**src/rtl/cpu_run_controller.sv**
```systemverilog
// rtl/cpu_run_controller.sv - debug run-control sequencer (halt/run/step/breakpoints, retire count)
// Optional EBREAK halt enabled by defining RUN_CTRL_EBREAK_EN.
module cpu_run_controller #(
    parameter int CNT_W      = 32,
    parameter int MAX_STEP_W = 16
) (
    input  logic             clk,
    input  logic             rst,
    input  logic             cmd_valid,
    output logic             cmd_ready,
    input  logic [2:0]       cmd_op,
    input  logic [31:0]      cmd_arg,
    output logic             rsp_valid,
    output logic [31:0]      rsp_data,
    input  logic [31:0]      pc,
    input  logic [31:0]      instr,
    output logic             cpu_en,
    output logic             halted,
    output logic [1:0]       halt_cause,
    output logic [CNT_W-1:0] retired
);
    localparam logic [1:0] ST_HALTED = 2'd0, ST_RUN = 2'd1, ST_STEP = 2'd2;
    localparam logic [1:0] CAUSE_HOST = 2'd0, CAUSE_BKPT = 2'd1, CAUSE_STEP = 2'd2, CAUSE_EBREAK = 2'd3;
    localparam logic [2:0] OP_HALT = 3'd1, OP_RUN = 3'd2, OP_STEP = 3'd3, OP_SET_BKPT = 3'd4,
                           OP_CLR_BKPT = 3'd5, OP_CLR_COUNT = 3'd6, OP_READ_COUNT = 3'd7;

    logic [1:0]            state_q, state_d;
    logic [1:0]            cause_q, cause_d;
    logic [MAX_STEP_W-1:0] remaining_q, remaining_d;
    logic                  skip_first_q, skip_first_d;
    logic [31:0]           bp_addr_q [2];
    logic [31:0]           bp_addr_d [2];
    logic [1:0]            bp_en_q, bp_en_d;
    logic [CNT_W-1:0]      retired_q, retired_d;
    logic                  rsp_valid_q, rsp_valid_d;
    logic [31:0]           rsp_data_q, rsp_data_d;

    logic        accept, running, bkpt_hit, stop, ebreak_stop, en;
    logic [31:0] pc_word;
    logic        unused_pc_lo;

    assign accept   = cmd_valid & ~rsp_valid_q;
    assign running  = (state_q == ST_RUN) || (state_q == ST_STEP);
    assign pc_word  = {pc[31:2], 2'b00};
    assign bkpt_hit = (bp_en_q[0] && (pc_word == bp_addr_q[0])) ||
                      (bp_en_q[1] && (pc_word == bp_addr_q[1]));
    // skip_first lets execution resume from the very PC that caused the halt
    assign stop     = running & bkpt_hit & ~skip_first_q;
    assign unused_pc_lo = ^pc[1:0];
`ifdef RUN_CTRL_EBREAK_EN
    assign ebreak_stop = running & (instr == 32'h0010_0073) & ~skip_first_q;
`else
    logic unused_instr;
    assign unused_instr = ^instr;
    assign ebreak_stop  = 1'b0;
`endif
    assign en = running & ~stop & ~ebreak_stop;

    always_ff @(posedge clk or negedge rst) begin
        if (!rst) begin
            state_q      <= ST_HALTED;
            cause_q      <= CAUSE_HOST;
            remaining_q  <= '0;
            skip_first_q <= 1'b0;
            bp_addr_q[0] <= '0;
            bp_addr_q[1] <= '0;
            bp_en_q      <= '0;
            retired_q    <= '0;
            rsp_valid_q  <= 1'b0;
            rsp_data_q   <= '0;
        end else begin
            state_q      <= state_d;
            cause_q      <= cause_d;
            remaining_q  <= remaining_d;
            skip_first_q <= skip_first_d;
            bp_addr_q[0] <= bp_addr_d[0];
            bp_addr_q[1] <= bp_addr_d[1];
            bp_en_q      <= bp_en_d;
            retired_q    <= retired_d;
            rsp_valid_q  <= rsp_valid_d;
            rsp_data_q   <= rsp_data_d;
        end
    end

    always_comb begin
        state_d      = state_q;
        cause_d      = cause_q;
        remaining_d  = remaining_q;
        skip_first_d = skip_first_q;
        case (state_q)
            ST_HALTED: begin
                if (accept && cmd_op == OP_HALT) begin
                    cause_d = CAUSE_HOST;
                end else if (accept && cmd_op == OP_RUN) begin
                    state_d      = ST_RUN;
                    skip_first_d = 1'b1;
                end else if (accept && cmd_op == OP_STEP) begin
                    state_d      = ST_STEP;
                    skip_first_d = 1'b1;
                    remaining_d  = (cmd_arg[MAX_STEP_W-1:0] == '0) ? MAX_STEP_W'(1)
                                                                   : cmd_arg[MAX_STEP_W-1:0];
                end
            end
            ST_RUN, ST_STEP: begin
                if (en) begin
                    skip_first_d = 1'b0;
                    if (state_q == ST_STEP) remaining_d = remaining_q - MAX_STEP_W'(1);
                end
                if (stop) begin
                    state_d = ST_HALTED;
                    cause_d = CAUSE_BKPT;
                end else if (ebreak_stop) begin
                    state_d = ST_HALTED;
                    cause_d = CAUSE_EBREAK;
                end else if (accept && cmd_op == OP_HALT) begin
                    state_d = ST_HALTED;
                    cause_d = CAUSE_HOST;
                end else if (state_q == ST_STEP && remaining_q == MAX_STEP_W'(1)) begin
                    state_d = ST_HALTED;
                    cause_d = CAUSE_STEP;
                end
            end
            default: state_d = ST_HALTED;
        endcase

        bp_addr_d = bp_addr_q;
        bp_en_d   = bp_en_q;
        if (accept && cmd_op == OP_SET_BKPT) begin
            bp_addr_d[cmd_arg[0]] = {cmd_arg[31:2], 2'b00};
            bp_en_d[cmd_arg[0]]   = 1'b1;
        end else if (accept && cmd_op == OP_CLR_BKPT) begin
            bp_en_d[cmd_arg[0]] = 1'b0;
        end

        retired_d = retired_q;
        if (accept && cmd_op == OP_CLR_COUNT) retired_d = '0;
        else if (en && !(&retired_q))         retired_d = retired_q + CNT_W'(1);

        rsp_valid_d = accept;
        rsp_data_d  = rsp_data_q;
        if (accept) begin
            if (cmd_op == OP_READ_COUNT) rsp_data_d = 32'(retired_q);
            else                         rsp_data_d = {28'b0, state_q, cause_q};
        end
    end

    always_comb begin
        cpu_en     = en;
        halted     = (state_q == ST_HALTED);
        halt_cause = cause_q;
        retired    = retired_q;
        cmd_ready  = ~rsp_valid_q;
        rsp_valid  = rsp_valid_q;
        rsp_data   = rsp_data_q;
    end
endmodule

```
**config.mk**
```make
export PLATFORM = sky130hd
export DESIGN_NAME = cpu_run_controller
export DESIGN_NICKNAME = d
export VERILOG_FILES = /design/src/rtl/cpu_run_controller.sv
export SDC_FILE = /design/constraint.sdc
export NUM_CORES = 1
export LEC_CHECK = 0
export ABC_AREA = 1
export CORE_ASPECT_RATIO = 0.6
export CORE_MARGIN = 2
export CORE_UTILIZATION = 48
export CTS_CLUSTER_SIZE = 24
export DETAILED_ROUTE_END_ITERATION = 6
export PLACE_DENSITY = 0.76
export SLEW_MARGIN = 20
export SYNTH_ARGS = -nofsm -noshare
export SYNTH_HDL_FRONTEND = slang
export SYNTH_SLANG_ARGS = --single-unit
export TNS_END_PERCENT = 1
```
**constraint.sdc**
```tcl
create_clock -name clk -period 2.15 [get_ports clk]
set_clock_uncertainty 0.1 [all_clocks]
set_input_delay 0.43 -clock clk [delete_from_list [all_inputs] [get_ports clk]]
set_output_delay 0.43 -clock clk [all_outputs]
set_load 0.01 [all_outputs]
```
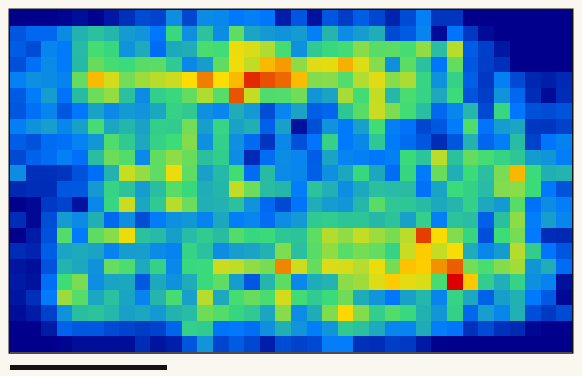
(run_1/wire_density.png)
Bar = 50 um. 36 x 22 tiles, from dark blue (low) to red (high), scaled to the fullest tile. Values are wire area over tile area, all layers added.
fullest tile: 0.68
nearly empty tiles: 6.1%
emptiest ninth of the die: north-east
tiles over half the peak: 24%
mean over tiles: 0.24
wire per inst: 15.9 um
Vias: 9,255
overall routed net length: 28,600 um

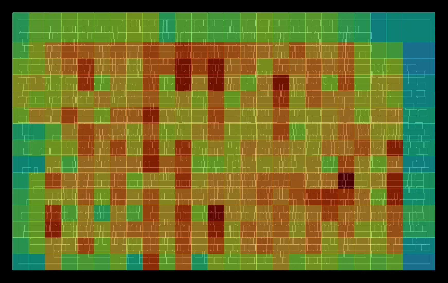
(run_1/final_congestion.png)
GRT Overall Usage: 0.303
Finished Core Util: 0.670
met1 GRT Util: 0.490
met2 usage: 0.403

==> flow_summary.toml, run 1 <==
# generated from flow reports
[finish]
lay_top_count = "nand2_1"
mostFrequentLayoutCells = "nand2_1, inv_1, dfrtp_1"
fin_nets = 1650
drive_above_1_share = 0.138
fin_cells = 1795
num_antenna_cells = 0

[pwr]
p_leak_nw = 6.18
ir_drop_mv = 0.583
p_per_area_nw_per_um2 = 883

[yosys]
avgSynthCellArea_um2 = 6.79
yosys.area_share.aoi = 0.0906
yosysTopAreaCellShare = 0.419
yosys.area.top_type = "dfrtp_1"
yosys.area_share.adder = 0.00850
yosys_warnings = 0
synth_cell_types = 34
top_cells_by_count = "nand2_1, inv_1, dfrtp_1"
topCellsByArea = "dfrtp_1, nand2_1, inv_1"
logic_family = "simple AND/OR/NAND/NOR gates"
fp_nets = 1410
synth.area.mux_share = 0
ys_cells = 1302
edf_count = 0
simple_gate_share = 0.337
top_cell = "nand2_1"
synthFlopType = "dfrtp_1"
ys_seq_frac = 0.419
synth_flops = 148
ys_sh_xor = 0.0396
ys_chip_area_um2 = 8840
syn_area_um2 = 8840
synthArstFlopShare = 1.00

[critical_path]
crit_chain = "inv_2 -> nand2_2 -> nand2_1 -> inv_1 -> nand2_1 -> nor2_2 -> nand2_1 -> nor2_1 -> nand2_1 -> nand2_2 -> a21oi_4 -> buf_6"
critPathLaunchType = "register"
critPathLaunch = "bp_addr_q[2]"
crit_cells = 12
crit_fanout = 3
r2r_slack_ns = 0.01
worst-setup-path-type = "register to output port"
required_ns = 1.62
path_delay_family = "simple AND/OR/NAND/NOR gates"
reg2regPathDepth = 12
critPathArrivalTime_ns = 1.90
crit_path_frequent_cell = "nand2_1"
max_stage_delay_ns = 0.44
r2r_start = "retired[0]"
path_buffers = 3
cp_slowest_cell = "dfrtp_2"
crit_end = "cpu_en"
r2r_end = "retired[3]"
end_kind = "output port"

[sta]
final-max-slew-violation-count = 0
rsz0062_at_grt = "true"
final.setup.worst_slack_ns = -0.281
fmax_mhz = 411
min_period_over_period = 1.13
whs_ns = 0.379
final-setup-viol-count = 1

[floorplanning]
die_area_um2 = 19500
die_h_um = 109
rows = 38
die_w_um = 179

[cts]
cts_tree = "yes"
clk_pin_slew_ns = 0.07
cts_buffer_depth = 2
clkSinkCount = 148
insertion_delay_ns = 0.43
cts-root-buf = "clkbuf_16"

[global_route]
grt_pass1_wl_um = 45100
grt_pass1_vias = 8540
grt-ovfl-total = 0
grt_max_degree = 62

[placed_design]
postPlaceCellArea_um2 = 11300
placed_cells = 1758
globalplace.congestion = 0.967
hpwl_um = 21500
portBuffers = 137
pre_cts_ws_ns = -0.895

[run_status]
outcome = "complete, but fails checks"
violations = "setup timing"

[run]
maxCapViolations = 0
tool_warnings = 65

[route]
first_iter_violations = 932
first_pass_iters = 5
postRouteAntennaNets = 0
via_per_inst = 5.16
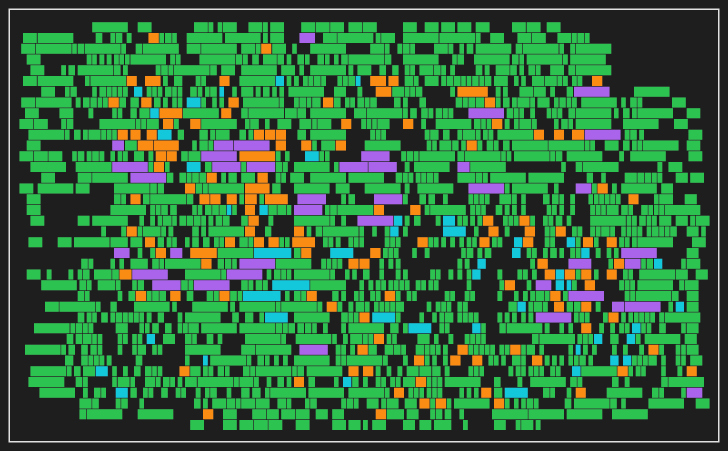
(run_1/drive_strength.png)
| color | size | cells | share |
|---|---|---|---|
| cyan | drive 2 | 48 | 3.1% |
| purple | drive 6 and up | 39 | 2.5% |
| green | drive 1 or less | 1,341 | 86% |
| orange | drive 3 to 4 | 127 | 8.2% |
Signal buffers: 257
final instance area: 12,100 um2
Syn-to-layout area delta: 37.0%

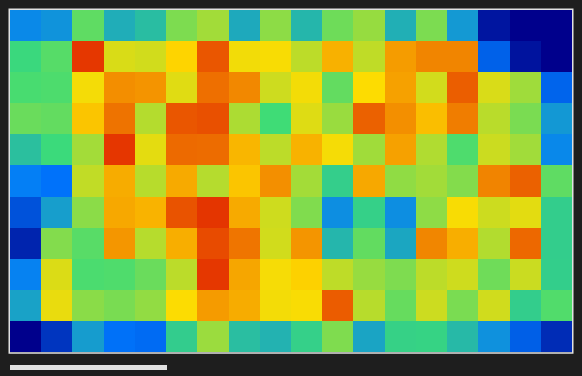
(run_1/density.png)
Bar = 50 um. 18 x 11 tiles, from dark blue (low) to red (high), 0 to 100% covered.
tiles over 75% full: 27%
fullest tile: 94%
mean over tiles: 60%
nearly empty tiles: 2.0%
core area: 18,100 um2
FP Util: 0.489

==> run 1: power breakdown <==
| part | internal (mW) | leakage [nW] | switching, mW |
|---|---|---|---|
| sequential | 3.27 | 1.95 | 0.448 |
| combinational | 1.71 | 3.96 | 2.34 |
| clock | 1.56 | 0.273 | 1.36 |
==> run 1: metal layers <==
| layer | vias to the layer above | global-route usage | wire length, um |
|---|---|---|---|
| li1 | 4521 | - | - |
| met5 | - | 0 | 0 |
| met2 | 396 | 0.403 | 11300 |
| met3 | 30 | 0.0690 | 2760 |
| met4 | 0 | 0.0668 | 311 |
| met1 | 4308 | 0.490 | 14300 |
==> run 1: repair_timing <==
| action | in CTS | in global routing |
|---|---|---|
| pin swaps | 7 | 21 |
| setup endpoints to repair | 46 | 53 |
| resized | 52 | 47 |
| endpoints found under the hold margin | 38 | 0 |
| hold buffers | 1 | 0 |
| buffers inserted | 0 | 4 |
==> run 1: layout make-up <==
class	instances	area [um2]
Inverter	204	766
Multi-Input combinational cell	914	4400
Clock buffer	18	439
Timing Repair Buffer	257	2370
Clock inverter	14	134
Sequential cell	148	3710
Fill cell	1547	5960
Tap cell	240	300
==> run 1: stage by stage <==
stage | setup TNS [ns] | total power, mW | util
floorplan | 0 | 5.83 | -
finish | -0.281 | 10.7 | 0.670
global placement | -31.69 | 7.41 | 0.627
detailed placement | -34.10 | 7.51 | 0.627
global route | -3.35 | 11.4 | 0.670
CTS | -0.820 | 10.5 | 0.661
==> run 1: flip-flops by register name, indices dropped and copies added (netlist names), named ones only <==
signal and count:
bp_addr_q 60, halt_cause 2, remaining_q 16, retired 32, rsp_data 32, rsp_valid 1, skip_first_q 1, state_q 2
==> run 2, diff against run 1 <==
Settings changed: RECOVER_POWER set to 25.
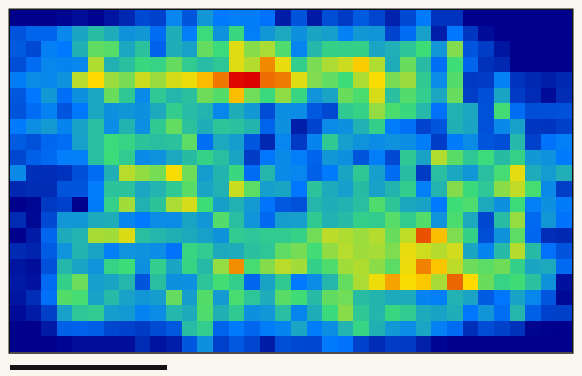
(run_2/wire_density.png)
Bar = 50 um. 36 x 22 tiles, from dark blue (low) to red (high), scaled to the fullest tile. Values are wire area over tile area, all layers added.
mean over tiles: 0.24
emptiest ninth of the die: north-east
fullest tile: 0.71

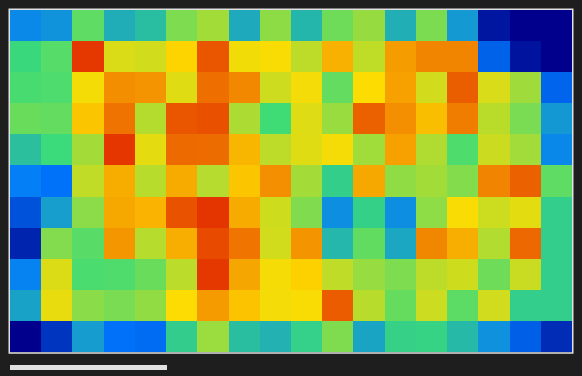
(run_2/density.png)
Bar = 50 um. 18 x 11 tiles, from dark blue (low) to red (high), 0 to 100% covered.
mean over tiles: 60%
fullest tile: 94%
tiles over 75% full: 26%

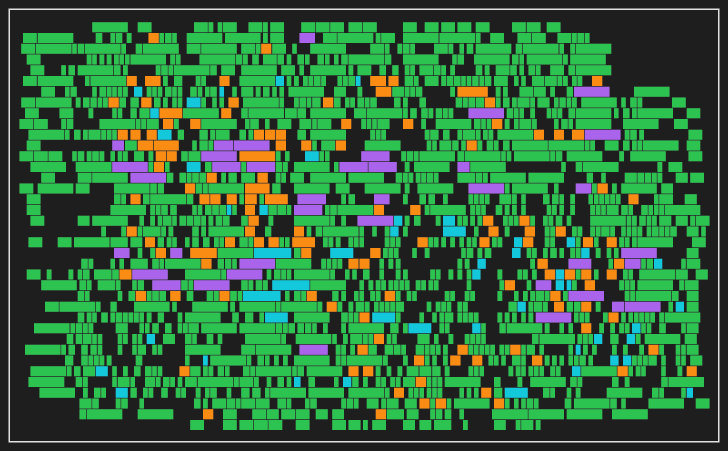
(run_2/drive_strength.png)
| color | size | cells | share |
|---|---|---|---|
| purple | drive 6 and up | 38 | 2.4% |
| green | drive 1 or less | 1,342 | 86% |
| cyan | drive 2 | 50 | 3.2% |
| orange | drive 3 to 4 | 125 | 8.0% |
final instance area: 12,100 um2
Syn-to-layout area delta: 36.8%
PnR worst setup slack: -0.272 ns

==> run 2 against run 1 <==
Compared with the run above: the flow still finishes with violations (setup timing); total power barely moved; critical path depth did not move; die size did not move; clock power barely moved; largest power group unchanged; first-iteration DRC count rose by 5.2%; highest routed layer unchanged.
==> flow_summary.toml, run 2 <==
# generated from flow reports
[finish]
n_all_inverters = 204
flops = 148
largest_reg_flops = 60
fin_nets = 1650
num-clock-buffers = 18
sh_seq_area = 0.307
nNonClkBuffers = 257
non_clock_buffer_area_share = 0.194
nFillCells = 1551
largest_class = "combinational gates"
fin_cells = 1795
num_antenna_cells = 0
clock_area_frac = 0.0474
comb_cells = 914
final-seq-area_um2 = 3710

[yosys]
avgSynthCellArea_um2 = 6.79
synthFlopType = "dfrtp_1"
synth_flops = 148
ys_sh_xor = 0.0396
fp_nets = 1410
yosysTopAreaCellShare = 0.419
synth.area.mux_share = 0
yosys.area.top_type = "dfrtp_1"
ys_seq_frac = 0.419
edf_count = 0
simple_gate_share = 0.337
yosys.area_share.aoi = 0.0906
logic_family = "simple AND/OR/NAND/NOR gates"
syn_area_um2 = 8840
ys_chip_area_um2 = 8840
topCellsByArea = "dfrtp_1, nand2_1, inv_1"
top_cell = "nand2_1"

[cts]
clkSinkCount = 148
ctsHoldBuffers = 1
cts-root-buf = "clkbuf_16"
post_cts.repair.setup_buffers = 0
clk_pin_slew_ns = 0.07
insertion_delay_ns = 0.44

[run]
tool_warnings = 65
maxCapViolations = 0

[placed_design]
hpwl_um = 21500
globalplace.congestion = 0.967
placed_cells = 1758
portBuffers = 137
pre_cts_ws_ns = -0.895

[sta]
fmax_mhz = 413
final-max-slew-violation-count = 0
tns_ns = -0.272
rsz0062_at_grt = "true"
final-setup-viol-count = 1
final.setup.worst_slack_ns = -0.272

[route]
postRouteAntennaNets = 0
first_pass_iters = 6
vias = 9282

[critical_path]
max_stage_delay_ns = 0.44
crit_fanout = 3
required_ns = 1.62
crit_path_frequent_cell = "nand2_1"
path_delay_family = "simple AND/OR/NAND/NOR gates"
cp_slowest_cell = "dfrtp_2"
crit_chain = "inv_2 -> nand2_2 -> nand2_1 -> inv_1 -> nand2_1 -> nor2_2 -> nand2_1 -> nor2_1 -> nand2_1 -> nand2_2 -> a21oi_4 -> buf_6"
worst-setup-path-type = "register to output port"
end_kind = "output port"
critPathArrivalTime_ns = 1.89
critPathLaunchType = "register"

[run_status]
violations = "setup timing"
outcome = "complete, but fails checks"

[floorplanning]
die_w_um = 179
rows = 38
core_util_floorplan = 0.489
die_h_um = 109
taps = 240
core_area_um2 = 18100
die_area_um2 = 19500

[pwr]
p_per_area_nw_per_um2 = 884
p_leak_nw = 6.17

[global_route]
grt_pass1_vias = 8540
grt_pass1_wl_um = 45100
grt_use_total = 0.303
-- run 2: path summary, 6_finish.rpt --
kind                       cells after the start    startpoint             to  slack [ns]
setup / recovery                              12  bp_addr_q[2]         cpu_en       -0.27
hold / removal                                 2  rsp_data[23]   rsp_data[23]        0.39
setup reg to reg                              12    retired[0]     retired[3]        0.01
hold reg to reg                                2  rsp_data[23]   rsp_data[23]        0.39
max in group asynchronous                      3           rst    retired[10]        0.35
min in group asynchronous                      2           rst  bp_addr_q[39]        0.64
-- run 2: per-stage QoR --
stage	total power, mW	util	hold slack (ns)
floorplan	5.83	-	0.0344
global placement	7.41	0.627	0.286
detailed placement	7.51	0.627	0.284
CTS	10.5	0.661	0.394
global route	11.4	0.669	0.409
finish	10.7	0.669	0.388
-- run 2: kinds of logic after synthesis --
logic type                 count (synthesis)
and+or+nand+nor                          711
buffers and inverters                    240
AOI/OAI and AO/OA                        157
DFF                                      148
xor gates and xnor gates                  40
adders and majority gates                  6
-- run 2: per-layer routing --
layer / track usage / share of wire / vias to the layer above
met4: 0.0668 / 0.010 / 0
met3: 0.0690 / 0.096 / 30
met5: 0 / 0 / -
met1: 0.490 / 0.50 / 4335
li1: - / - / 4519
met2: 0.403 / 0.40 / 398
-- run 2: worst reg2reg max path, stage by stage, from the launching register on --
cell     delay [ns]
dfrtp_1        0.41
ha_4           0.18
nand3_4        0.09
nor2_4         0.12
nand2_2        0.09
nor2_4         0.13
nand2_2        0.09
nor2_4         0.14
nand4_4        0.14
nand3_4        0.21
nand2_8        0.17
nand2_1        0.12
nand2_1        0.05
-- run 2: power by group --
group,switching (mW),internal (mW)
clock network,1.37,1.56
registers,0.446,3.27
logic,2.34,1.70
total,4.15,6.54
==> run 3, diff against run 2 <==
Settings changed: CORE_ASPECT_RATIO 0.6 to not set, RECOVER_POWER 25 to not set.
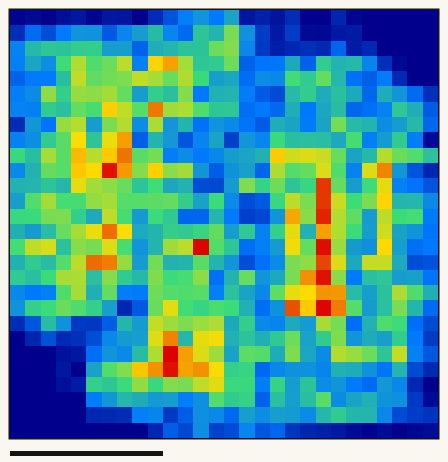
(run_3/wire_density.png)
Bar = 50 um. 28 x 28 tiles, from dark blue (low) to red (high), scaled to the fullest tile. Values are wire area over tile area, all layers added.
fullest tile: 0.60
mean over tiles: 0.23
nearly empty tiles: 7.9%
tiles over half the peak: 30%
Vias: 9,189
overall routed net length: 27,700 um

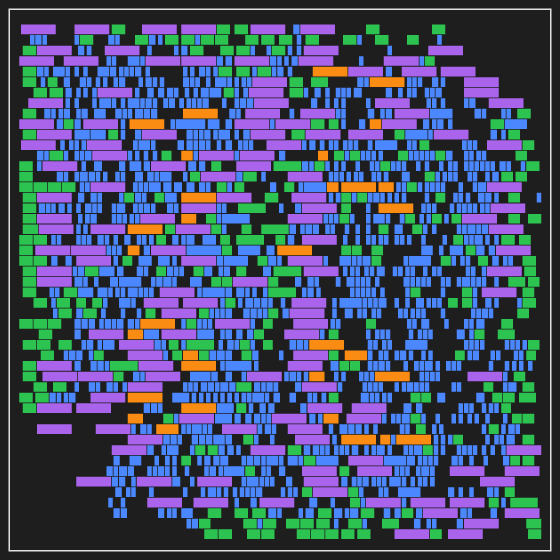
(run_3/cell_classes.png)
| color | class | cells |
|---|---|---|
| purple | flip-flops | 148 |
| blue | all other logic | 1,118 |
| green | other buffers and delay cells | 260 |
| orange | clock drivers and dummy loads | 32 |
Core Rows: 49
Finished Core Util: 0.674
final instance area: 12,100 um2
core area: 18,000 um2
fraction of area in registers: 0.305

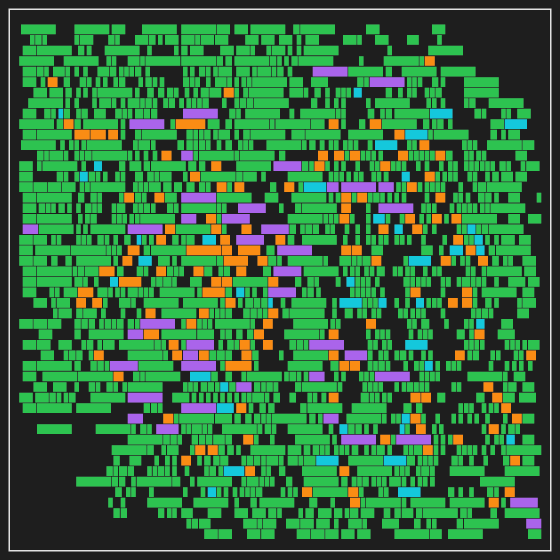
(run_3/drive_strength.png)
| color | size | cells | share |
|---|---|---|---|
| cyan | drive 2 | 42 | 2.7% |
| green | drive 1 or less | 1,347 | 86% |
| orange | drive 3 to 4 | 128 | 8.2% |
| purple | drive 6 and up | 41 | 2.6% |

==> run 3 against run 2 <==
Compared with the run above: the run still ends with setup timing left; core utilization is 0.50 points higher; via count down 1.0%; cell count decreased by 0.45%; total power increased by 0.35%; clock-buffer cell count decreased by 1; register-to-register slack better by 0.04 ns; worst hold slack got worse by 0.032 ns; worst setup slack got worse by 0.0015 ns; sequential share of layout area is 0.19 points lower; combinational power about the same; critical path depth unchanged; critical path type unchanged; critical endpoint unchanged; largest cell class unchanged; largest power group unchanged.
==> flow_summary.toml, run 3 <==
# generated from flow reports
[cts]
post_cts_resized = 58
insertion_delay_ns = 0.44
cts_buffer_depth = 2
cts_tree = "yes"
post_cts.repair.setup_buffers = 1
cts-root-buf = "clkbuf_16"
ctsHoldBuffers = 1

[critical_path]
r2r_start = "bp_addr_q[4]"
max_stage_delay_ns = 0.38
crit_chain = "inv_1 -> nand2_1 -> nand2_1 -> inv_2 -> nand2_1 -> nor2_1 -> nand2_1 -> nor2_1 -> nand2_1 -> nand2_2 -> a21oi_4 -> buf_6"
r2r_end = "retired[4]"
critPathArrivalTime_ns = 1.89
reg2regPathDepth = 14
r2r_slack_ns = 0.05

[finish]
comb_area_um2 = 4410
nNonClkBuffers = 260
mostFrequentLayoutCells = "nand2_1, inv_1, dfrtp_1"
comb-cell-share = 0.363
non_clock_buffer_area_share = 0.197
num_antenna_cells = 0
fin_cells = 1787
num-clock-buffers = 17
fin_nets = 1653
largest_class = "combinational gates"
final-seq-area_um2 = 3700
area_growth_pct = 37.5
clock_area_frac = 0.0483
lay_top_count = "nand2_1"
drive_above_1_share = 0.135

[global_route]
grt_max_degree = 62
grt_use_total = 0.288
grt_pass1_vias = 8883
grt_pass1_wl_um = 44900

[pwr]
ir_drop_mv = 0.625
p_per_area_nw_per_um2 = 883
p_leak_nw = 6.24

[yosys]
ys_chip_area_um2 = 8840
top_cell = "nand2_1"
synthArstFlopShare = 1.00
yosysTopAreaCellShare = 0.419
ys_cells = 1302
yosys.area.top_type = "dfrtp_1"
synth_cell_types = 34
syn_area_um2 = 8840
ys_seq_frac = 0.419
topCellsByArea = "dfrtp_1, nand2_1, inv_1"
avgSynthCellArea_um2 = 6.79
edf_count = 0
top_cells_by_count = "nand2_1, inv_1, dfrtp_1"

[floorplanning]
core_util_floorplan = 0.490
die_h_um = 140
die_w_um = 140
taps = 229

[run]
tool_warnings = 65
maxCapViolations = 0

[route]
routedWlPerCell_um = 15.5
first_iter_violations = 706
first_pass_iters = 6
via_per_inst = 5.14
postRouteAntennaNets = 0

[run_status]
violations = "setup timing"
outcome = "complete, but fails checks"

[placed_design]
globalplace.congestion = 0.998
hpwl_um = 21100
placed_cells = 1749

[sta]
final.setup.worst_slack_ns = -0.274
tns_ns = -0.274
final-setup-viol-count = 1
min_period_over_period = 1.13
fmax_mhz = 413
rsz0062_at_grt = "true"
## run 3: how the worst max path moves through the flow
| stage | startpoint | endpoint | slack [ns] | depth (start not counted) |
|---|---|---|---|---|
| after floorplan | retired[0] | retired[30] | 0.06 | 13 |
| after global placement | pc[10] | cpu_en | -0.93 | 10 |
| after detailed placement | pc[10] | cpu_en | -0.93 | 10 |
| after CTS | bp_addr_q[10] | cpu_en | -0.29 | 9 |
| after global routing | bp_addr_q[31] | cpu_en | -0.36 | 12 |
| final | bp_addr_q[37] | cpu_en | -0.27 | 12 |
## run 3: metal layers
metal	GRT usage	share of wire	wire, um	vias to the layer above
met1	0.384	0.44	12100	4252
met2	0.483	0.48	13200	352
met3	0.0444	0.062	1730	53
li1	-	-	-	4532
met4	0.0958	0.025	686	0
met5	0	0	0	-
## run 3: power breakdown
part	leakage, nW	internal [mW]	switching, mW	total, mW
registers	1.95	3.27	0.436	3.71
logic	4.01	1.73	2.32	4.05
clock network	0.283	1.56	1.41	2.97
## run 3: kinds of logic (layout without fill, tap and decap cells)
group | Yosys count | in the layout | share of synthesized area
adder cells (fa/ha/maj) | 6 | 6 | 0.00850
AND-OR/OR-AND | 157 | 157 | 0.0906
buffers and inverters | 240 | 496 | 0.105
AND/OR/NAND/NOR | 711 | 711 | 0.337
XOR/XNOR | 40 | 40 | 0.0396
flip-flops | 148 | 148 | 0.419
## run 3: metrics by stage
step,setup slack [ns],instance area (um2),hold WS (ns),power (mW)
after global placement,-0.929,11300,0.244,7.42
after floorplan,0.0587,8840,0.0344,5.83
after detailed placement,-0.929,11300,0.250,7.48
final,-0.274,12100,0.356,10.7
after global routing,-0.358,12100,0.387,11.4
after CTS,-0.286,12000,0.352,10.6
Power figures rest on the tool's default switching activity, not on a simulated workload.
